clock_wires.png
Drawn at 1 px/um.
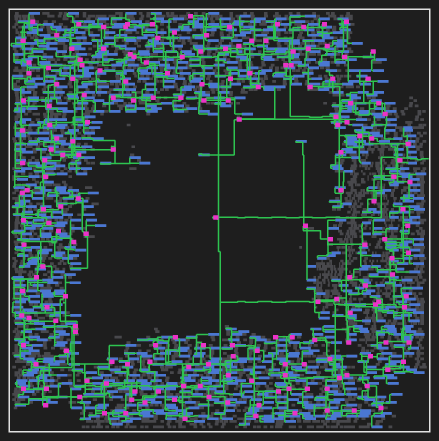
route_heat.png
Drawn at 1 px/um. The die is cut into 21 by 21 equal tiles; white is low, dark blue is high, scaled to the fullest tile. Values are wire area over tile area, all layers added.
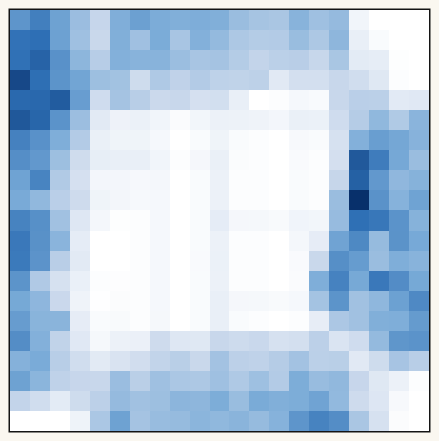
congestion_map.png
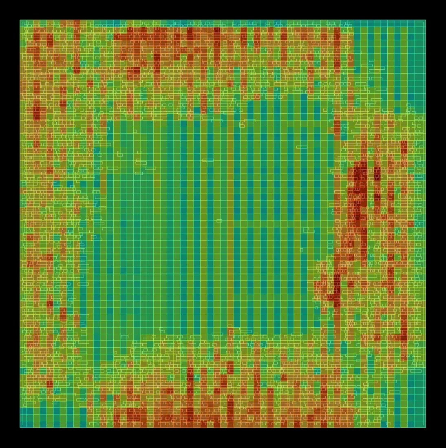
port_trees.png
Drawn at 1 px/um.
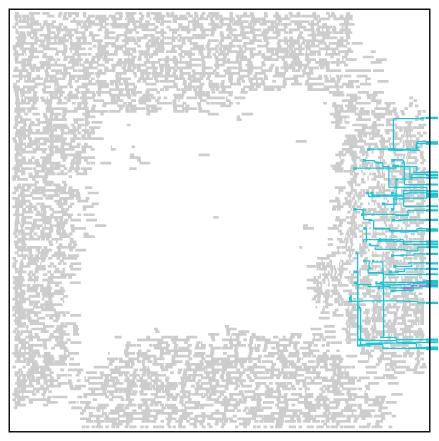
$ cat src/rtl/conv_lane_reduce.sv
// Lane reduction and channel accumulation for the conv dot product: sums N_REG lanes of
// N_CH vectors on top of a bias, then saturates. Optional macro CONV_REDUCE_RELU_EN clamps negatives.
module conv_lane_reduce #(
  parameter int WIDTH = 32,
  parameter int FBITS = 24,
  parameter int N_REG = 31,
  parameter int N_CH  = 16
) (
  input  logic                   clk,
  input  logic                   rst,
  input  logic                   in_valid,
  output logic                   in_ready,
  input  logic [N_REG*WIDTH-1:0] all_mult,
  input  logic [WIDTH-1:0]       bias,
  output logic                   out_valid,
  input  logic                   out_ready,
  output logic [WIDTH-1:0]       out_data,
  output logic                   out_ovf
);

  localparam int ACC_W  = WIDTH + $clog2(N_REG*N_CH+1);
  localparam int LANE_W = (N_REG > 1) ? $clog2(N_REG) : 1;
  localparam int CH_W   = (N_CH > 1) ? $clog2(N_CH) : 1;
  localparam logic [LANE_W-1:0] LAST_LANE = LANE_W'(N_REG-1);
  localparam logic [CH_W-1:0]   LAST_CH   = CH_W'(N_CH-1);

  localparam logic [1:0] S_IDLE = 2'd0;
  localparam logic [1:0] S_SUM  = 2'd1;
  localparam logic [1:0] S_EMIT = 2'd2;

  // Products are already in the output Q format, so FBITS only constrains legal configurations.
  if (N_CH < 1 || FBITS >= WIDTH) begin : g_param_check
    $error("conv_lane_reduce: N_CH must be >= 1 and FBITS < WIDTH");
  end

  logic [1:0]              state;
  logic [LANE_W-1:0]       lane_cnt;
  logic [CH_W-1:0]         ch_cnt;
  logic signed [ACC_W-1:0] acc;
  logic [N_REG*WIDTH-1:0]  vec;
  logic                    accept;
  logic [ACC_W-WIDTH:0]    acc_top;
  logic                    sat_ovf;
  logic [WIDTH-1:0]        sat_data;

  assign in_ready = (state == S_IDLE) && !rst;
  assign accept   = in_valid && in_ready;

  // NOTE: the vector register is pure datapath, always loaded before use, so it carries no reset.
  always_ff @(posedge clk) begin
    if (accept)
      vec <= all_mult;
    else if (state == S_SUM)
      vec <= vec >> WIDTH;
  end

  // The result fits WIDTH exactly when every bit above the output sign bit matches it.
  assign acc_top = acc[ACC_W-1:WIDTH-1];

  always_comb begin
    sat_ovf  = !((&acc_top) || !(|acc_top));
    sat_data = acc[WIDTH-1:0];
    if (sat_ovf)
      sat_data = acc[ACC_W-1] ? {1'b1, {(WIDTH-1){1'b0}}} : {1'b0, {(WIDTH-1){1'b1}}};
`ifdef CONV_REDUCE_RELU_EN
    if (sat_data[WIDTH-1])
      sat_data = '0;
`else
`endif
  end

  // NOTE: all state below is updated with non-blocking assignments so every register samples pre-edge values.
  always_ff @(posedge clk or posedge rst) begin
    if (rst) begin
      state     <= S_IDLE;
      lane_cnt  <= '0;
      ch_cnt    <= '0;
      acc       <= '0;
      out_valid <= 1'b0;
      out_data  <= '0;
      out_ovf   <= 1'b0;
    end else begin
      case (state)
        S_IDLE: begin
          if (accept) begin
            lane_cnt <= '0;
            state    <= S_SUM;
            if (ch_cnt == '0)
              acc <= {{(ACC_W-WIDTH){bias[WIDTH-1]}}, bias};
          end
        end
        S_SUM: begin
          acc <= acc + {{(ACC_W-WIDTH){vec[WIDTH-1]}}, vec[WIDTH-1:0]};
          if (lane_cnt == LAST_LANE) begin
            lane_cnt <= '0;
            if (ch_cnt == LAST_CH) begin
              state <= S_EMIT;
            end else begin
              ch_cnt <= ch_cnt + 1'b1;
              state  <= S_IDLE;
            end
          end else begin
            lane_cnt <= lane_cnt + 1'b1;
          end
        end
        S_EMIT: begin
          // First EMIT cycle registers the saturated result; the handshake then retires the group.
          if (!out_valid) begin
            out_valid <= 1'b1;
            out_data  <= sat_data;
            out_ovf   <= sat_ovf;
          end else if (out_ready) begin
            out_valid <= 1'b0;
            acc       <= '0;
            ch_cnt    <= '0;
            state     <= S_IDLE;
          end
        end
        default: state <= S_IDLE;
      endcase
    end
  end

endmodule

$ cat config.mk
export PLATFORM = sky130hd
export DESIGN_NAME = conv_lane_reduce
export DESIGN_NICKNAME = d
export VERILOG_FILES = /design/src/rtl/conv_lane_reduce.sv
export SDC_FILE = /design/constraint.sdc
export NUM_CORES = 2
export LEC_CHECK = 0
export CAP_MARGIN = 20
export CORE_AREA = 2 2 417 419
export CTS_BUF_LIST = sky130_fd_sc_hd__clkbuf_8
export DETAILED_ROUTE_END_ITERATION = 8
export DIE_AREA = 0 0 419 421
export SYNTH_ARGS = -nofsm -noshare
export SYNTH_HDL_FRONTEND = slang
export SYNTH_SLANG_ARGS = --single-unit
export TNS_END_PERCENT = 1
$ cat constraint.sdc
create_clock -name clk -period 40.4 [get_ports clk]
set_input_delay 4.04 -clock clk [delete_from_list [all_inputs] [get_ports clk]]
set_output_delay 4.04 -clock clk [all_outputs]
set_load 0.01 [all_outputs]
==> reports/results.txt <==
# H-tree levels = 4
Drt drc = 0
Bufs and invs on worst path = 7
Met1 WL = 50,660 um
Clock slew at reported path FFs = 0.06 ns
Post-DP HPWL = 105,800 um
Fin. Hold Viols = 0
Final setup fails = 0
Detail Route Antenna Nets = 0
Number of enable flip-flop cells = 992
Sequential share of cell area = 49.76%
Clock skew = 0.03943 ns
Max VDD drop = 0.04881 mV
Vias in the first global route = 29,840
Synth area leader = edfxtp_1
# clk buffers = 192
Synthesized area per cell = 16.72 um2
Setup_tns = 0 ns
Placed instance area = 60,630 um2
Vias = 28,570
Comb/total area = 23.04%
Crit. End Element = flop
First-pass GRT wire length = 203,400 um
Distinct cells, synth = 63
Flop area = 31,940 um2
Adder-cell share of the synthesized area = 1.308%
Fmax = 102.6 MHz
# fillers = 16,420
Yosys xor share = 0.5724%
Global route total overflow = 0
Largest logic family = multiplexers
Yosys stat cell total = 2,837
CP delay by family, top = buffers and inverters
Largest class = flip-flops and latches
NonClk Buf Share = 17.05%
Post-synth ARST share = 7.978%
Top Metal Used = met5
Core Box Area = 172,500 um2
Log Warnings = 50
Worst Hold Depth = 2
Synth warn = 0
Hold Slack = 0.4764 ns
Cell mode on critical path = buf_4
Chip footprint = 176,400 um2
R2r setup slk = 33.56 ns
Most numerous cell in the Yosys netlist = edfxtp_1
Most frequent logic cell in the layout = clkdlybuf4s50_1
Mi-comb count = 1,590
Synthesis area per yosys = 47,440 um2
DRT iter0 DRCs = 1,969
Fraction of layout cells with a size suffix above 1 = 30.29%
Largest Register = vec
CTS tree = yes
Grt met1 use = 15.97%
Area leader share = 62.80%
Hold path endpoint = out_data[23]
Area of the mapped netlist = 47,440 um2
Reg2Reg Depth = 10
Flop count = 1,078
Design Area, Final = 64,190 um2
Largest register FFs = 992
Yosys aoi share = 3.463%
Status = finished, final reports clean
DR WL met3 = 12,060 um
Top cells by count = 992 x edfxtp_1, 962 x mux2_2, 90 x nor2_1
Post-Syn Instances = 2,837
Worst-Margin Slew = 1.344 ns
Initial DRT Pass Iterations = 5
FF-to-FF Start = state[0]
Notes on clock_wires.png above:
- clock wires: green (length 16,600 um)
- flip-flops: blue (count 1,078)
- clock-net drivers: magenta (count 189)
- routed clock nets: 190
- flops lie: spread over the die
Clk pwr share: 20.9%
Latency at later pin: 0.96 ns
Clk power: 954 uW

Notes on route_heat.png above:
- emptiest ninth of the die: center
- fullest tile: 0.51
- mean over tiles: 0.14
- nearly empty tiles: 15%
- densest ninth of the die: upper left
- tiles over half the peak: 17%
final wirelength: 144,300 um
gr usage total: 15.86%

Notes on congestion_map.png above:
GRT met2 Usage: 29.30%
Avg WL per Cell: 22.33 um
Final Core Density: 37.21%
GRT Max-Usage Layer: met2

Notes on port_trees.png above:
- bias: cyan (bits 32; direction input; edge right; end cells 33; wire 2,380 um)
- out_ovf: magenta (bits 1; direction output; edge right; end cells 1; wire 16.9 um)
port bufs: 1,062
I/O pin cnt: 1,063

## report_power, final
group	internal (uW)	leakage [uW]	switching [uW]
Combinational	679	0.00966	722
Sequential	2010	0.0107	212
Clock	477	0.00201	477
## how the worst max path moves through the flow
stage | start | endpoint | cells after the start
floorplan | rst | vec[0] | 6
global placement | rst | vec[775] | 10
detailed placement | rst | vec[590] | 10
CTS | rst | vec[821] | 10
global route | rst | vec[659] | 10
finish | rst | vec[821] | 10
## metrics by stage
step                total power (uW)  cells  setup slack (ns)  utilization (%)
finish                          4574   6462             30.65            37.21
global route                    4841   6454             30.32            37.20
CTS                             4638   6434             30.80            37.16
detailed placement              3653   6101             29.73            35.15
global placement                3616   6100             29.75            35.14
floorplan                       3332   2837             20.61                -
Power and IR drop assume default switching activity.
